**config.mk**
```make
export PLATFORM = sky130hd
export DESIGN_NAME = init_ram_port_ctrl
export DESIGN_NICKNAME = d
export VERILOG_FILES = /design/src/rtl/init_ram_port_ctrl.sv
export SDC_FILE = /design/constraint.sdc
export NUM_CORES = 1
export LEC_CHECK = 0
export CORE_UTILIZATION = 48
export DETAILED_ROUTE_END_ITERATION = 10
export PLACE_DENSITY = 0.92
export SYNTH_ARGS = -nofsm -noshare
export SYNTH_HDL_FRONTEND = slang
export SYNTH_SLANG_ARGS = --single-unit
export TNS_END_PERCENT = 1
```
**constraint.sdc**
```tcl
create_clock -name PortAClk -period 5.4 [get_ports PortAClk]
set_input_delay 0.81 -clock PortAClk [delete_from_list [all_inputs] [get_ports PortAClk]]
set_output_delay 0.81 -clock PortAClk [all_outputs]
set_load 0.1 [all_outputs]
```
**src/rtl/init_ram_port_ctrl.sv**
```systemverilog
// rtl/init_ram_port_ctrl.sv - request/response initiator and block-fill engine for a single-port sync RAM
`timescale 1ns/1ps
module init_ram_port_ctrl #(
    parameter int DATAWIDTH = 32,
    parameter int ADDRWIDTH = 10
) (
    input  logic                 PortAClk,
    input  logic                 PortARstN,
    input  logic                 req_valid,
    output logic                 req_ready,
    input  logic                 req_write,
    input  logic [ADDRWIDTH-1:0] req_addr,
    input  logic [DATAWIDTH-1:0] req_wdata,
    output logic                 rsp_valid,
    input  logic                 rsp_ready,
    output logic [DATAWIDTH-1:0] rsp_rdata,
    input  logic                 fill_start,
    input  logic [ADDRWIDTH-1:0] fill_base,
    input  logic [ADDRWIDTH:0]   fill_len,
    input  logic [DATAWIDTH-1:0] fill_value,
    output logic                 fill_busy,
    output logic                 fill_done,
    output logic [ADDRWIDTH-1:0] ram_addr,
    output logic [DATAWIDTH-1:0] ram_wdata,
    output logic                 ram_we,
    input  logic [DATAWIDTH-1:0] ram_rdata
);

    localparam logic [ADDRWIDTH:0] MEMDEPTH = {1'b1, {ADDRWIDTH{1'b0}}};

    typedef enum logic [1:0] {S_IDLE, S_CAPT, S_RESP, S_FILL} state_t;

    state_t               r_state;
    state_t               w_next;
    logic [ADDRWIDTH-1:0] r_addr;
    logic [DATAWIDTH-1:0] r_wdata;
    logic [ADDRWIDTH-1:0] r_fill_addr;
    logic [DATAWIDTH-1:0] r_fill_value;
    logic [ADDRWIDTH:0]   r_rem;
    logic [DATAWIDTH-1:0] r_rsp_rdata;
    logic                 r_done;
    logic                 w_fill_go;
    logic                 w_fill_wr;
    logic                 w_hs;

    // Gating with reset keeps the RAM port quiet while reset is held.
    assign req_ready = (r_state == S_IDLE) & ~fill_start & PortARstN;
    assign w_hs      = req_ready & req_valid;
    assign w_fill_go = (r_state == S_IDLE) & fill_start;
    assign w_fill_wr = (r_state == S_FILL) & (r_rem != '0);

    assign rsp_valid = (r_state == S_RESP);
    assign rsp_rdata = r_rsp_rdata;
    assign fill_busy = (r_state == S_FILL);
    assign fill_done = r_done;

    always_comb begin
        w_next    = r_state;
        ram_we    = 1'b0;
        ram_addr  = r_addr;
        ram_wdata = r_wdata;
        case (r_state)
            S_IDLE: begin
                if (w_fill_go) begin
                    w_next = S_FILL;
                end else if (w_hs) begin
                    ram_addr  = req_addr;
                    ram_wdata = req_wdata;
                    ram_we    = req_write;
                    w_next    = S_CAPT;
                end
            end
            S_CAPT: w_next = S_RESP;
            S_RESP: if (rsp_ready) w_next = S_IDLE;
            S_FILL: begin
                if (w_fill_wr) begin
                    ram_we    = 1'b1;
                    ram_addr  = r_fill_addr;
                    ram_wdata = r_fill_value;
                end
                if (r_rem <= 1) w_next = S_IDLE;
            end
            default: w_next = S_IDLE;
        endcase
    end

    always_ff @(posedge PortAClk or negedge PortARstN) begin
        if (!PortARstN) begin
            r_state      <= S_IDLE;
            r_addr       <= '0;
            r_wdata      <= '0;
            r_fill_addr  <= '0;
            r_fill_value <= '0;
            r_rem        <= '0;
            r_rsp_rdata  <= '0;
            r_done       <= 1'b0;
        end else begin
            r_state <= w_next;
            r_addr  <= ram_addr;
            r_wdata <= ram_wdata;
            r_done  <= (r_state == S_FILL) && (w_next == S_IDLE);
            if (w_fill_go) begin
                r_fill_addr  <= fill_base;
                r_fill_value <= fill_value;
                r_rem        <= (fill_len > MEMDEPTH) ? MEMDEPTH : fill_len;
            end else if (w_fill_wr) begin
                r_fill_addr <= r_fill_addr + 1'b1;
                r_rem       <= r_rem - 1'b1;
            end
            if (r_state == S_CAPT) r_rsp_rdata <= ram_rdata;
        end
    end

endmodule
```
==> run notes <==
flow finished, numbers: Antenna Nets Post-Route 0, critical path depth in cells 7, min-delay worst type input pin to async pin, Log Warnings 30, # DRC 7, Routed WL 16700 um, CTS tree yes, Die Area 12600 sq um, post-cts hold-fix buffer tally 0, top cells, area dfrtp_1 56%, nand2_1 7.1%, a221o_1 6.9%, most frequent cells in the layout 167 x clkdlybuf4s50_1, 130 x dfrtp_1, 109 x nand2_1, Max-slew headroom 0.237, first-pass GRT wire length 27300 um, final instance area 8490 sq um, Fin. Hold Viols 0, post_cts resized 0, max incr delay on CP 0.52 ns, area share, top type 0.560, clock network power share 0.510, run status finished with violations, CTS Buf Count 17, Synth flops 130, Final Critical Period 4.24 ns, failing checks design-rule violations, Tot GR Track Use 0.280, initial drt markers 337, CP Max Fanout 42, Setup Buffers After CTS 0, gr ovfl total 0, Comb pwr share 0.054
==> cell type report <==
cell class / count / area [sq um]
multi-input combinational: 359 / 2380
clock inverter: 13 / 135
sequential: 130 / 3250
clock buffer: 19 / 453
timing repair buffer: 217 / 2050
fill: 755 / 3130
tap: 143 / 179
inverter: 10 / 37.5
==> metal layers <==
| metal | routed length, um | part of all wire | global-route usage |
|---|---|---|---|
| met1 | 6430 | 0.38 | 0.331 |
| met3 | 1160 | 0.070 | 0.0734 |
| met2 | 8580 | 0.51 | 0.477 |
| met5 | 0 | 0 | 0 |
| met4 | 549 | 0.033 | 0.139 |
==> cells by family after synthesis <==
group / after synthesis / synth area share
and+or+nand+nor: 211 / 0.178
DFF: 130 / 0.560
AOI/OAI and AO/OA: 104 / 0.142
buffers and inverters: 42 / 0.0344
muxes: 34 / 0.0657
adders and majority gates: 7 / 0.0151
xor gates and xnor gates: 3 / 0.00452
==> flip-flops by register name, summed over array words and instances, names as in the netlist <==
name	cells
r_fill_value	32
r_wdata	32
rsp_rdata	32
r_rem	11
r_addr	10
r_fill_addr	10
r_state	2
fill_done	1
==> cells in the mapped netlist, drive strengths merged <==
cell      n
a21boi    1
a21o      2
a21oi    15
a221o    40
a311o     1
a311oi    1
a31o      1
a31oi    11
a32oi     1
and2     41
and4b     1
buf      11
clkbuf   21
clkinv    1
dfrtp   130
ha        7
inv       9
mux2     33
mux2i     1
nand2   110
nand2b    5
nand3    13
nand4b    1
nor2     12
nor3b     1
nor4      3
nor4bb    1
o211ai    3
o21a      1
o21ai    14
o21ba     1
o31ai     8
o41ai     4
or2       2
or3       8
or3b      1
or4      12
xnor2     1
xor2      2
==> stage by stage <==
stage                      util  total power, mW  hold WS (ns)  cells
after floorplan               -            0.995         0.446    531
after global placement    0.680             1.11         0.459    859
after detailed placement  0.680             1.11         0.465    859
after CTS                 0.731             2.25         0.375    891
after global routing      0.731             2.30         0.412    891
final                     0.731             2.23         0.376    891
==> worst max-delay path by stage <==
stage / startpoint / to / slack, ns
floorplan: r_state[1] / ram_addr[0] / 1.07
global placement: fill_start / ram_addr[1] / 1.69
detailed placement: fill_start / ram_wdata[8] / 1.64
CTS: r_state[0] / ram_wdata[7] / 1.21
global route: r_state[1] / ram_wdata[7] / 0.94
finish: r_state[0] / ram_wdata[7] / 1.16
==> power groups by stage <==
stage                     Combinational [mW]  Clock (mW)  Sequential (mW)
after global placement                 0.118           0            0.992
after detailed placement               0.120           0            0.992
after floorplan                      0.00278           0            0.992
after global routing                   0.129        1.20            0.974
after CTS                              0.121        1.15            0.975
final                                  0.120        1.14            0.975
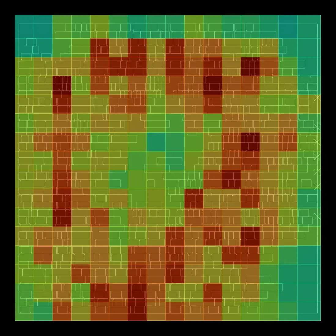
Figure 1: congestion heat map.
GRT met1 Usage: 0.331
Top Usage Layer GRT: met2
met3 Usage GRT: 0.0734
Routed WL per cell: 18.8 um

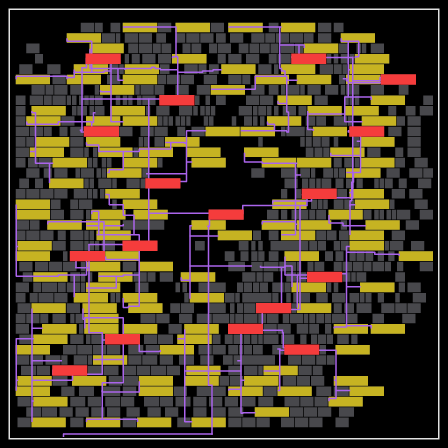
Figure 2: clock network drawn from the DEF.
[cells driving clock nets] red | count: 17
[clock wires] purple | length: 1650 um
[flip-flops] yellow | count: 130
routed clock nets	18

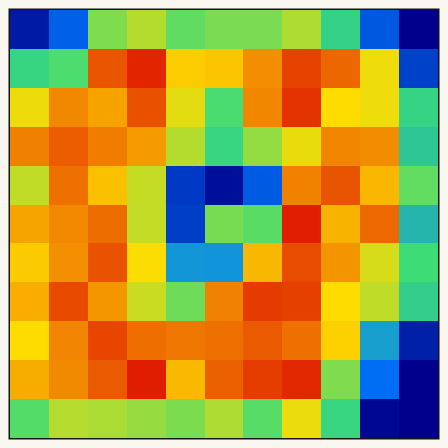
Figure 3: cell density map.
The die is cut into 11 by 11 equal tiles; dark blue is low, red is high, 0 to 100% covered.
tiles over 75% full	48%
mean over tiles	66%
fullest tile	97%
nearly empty tiles	3.3%

No activity file was given, so power comes from the tool's default toggle rates.
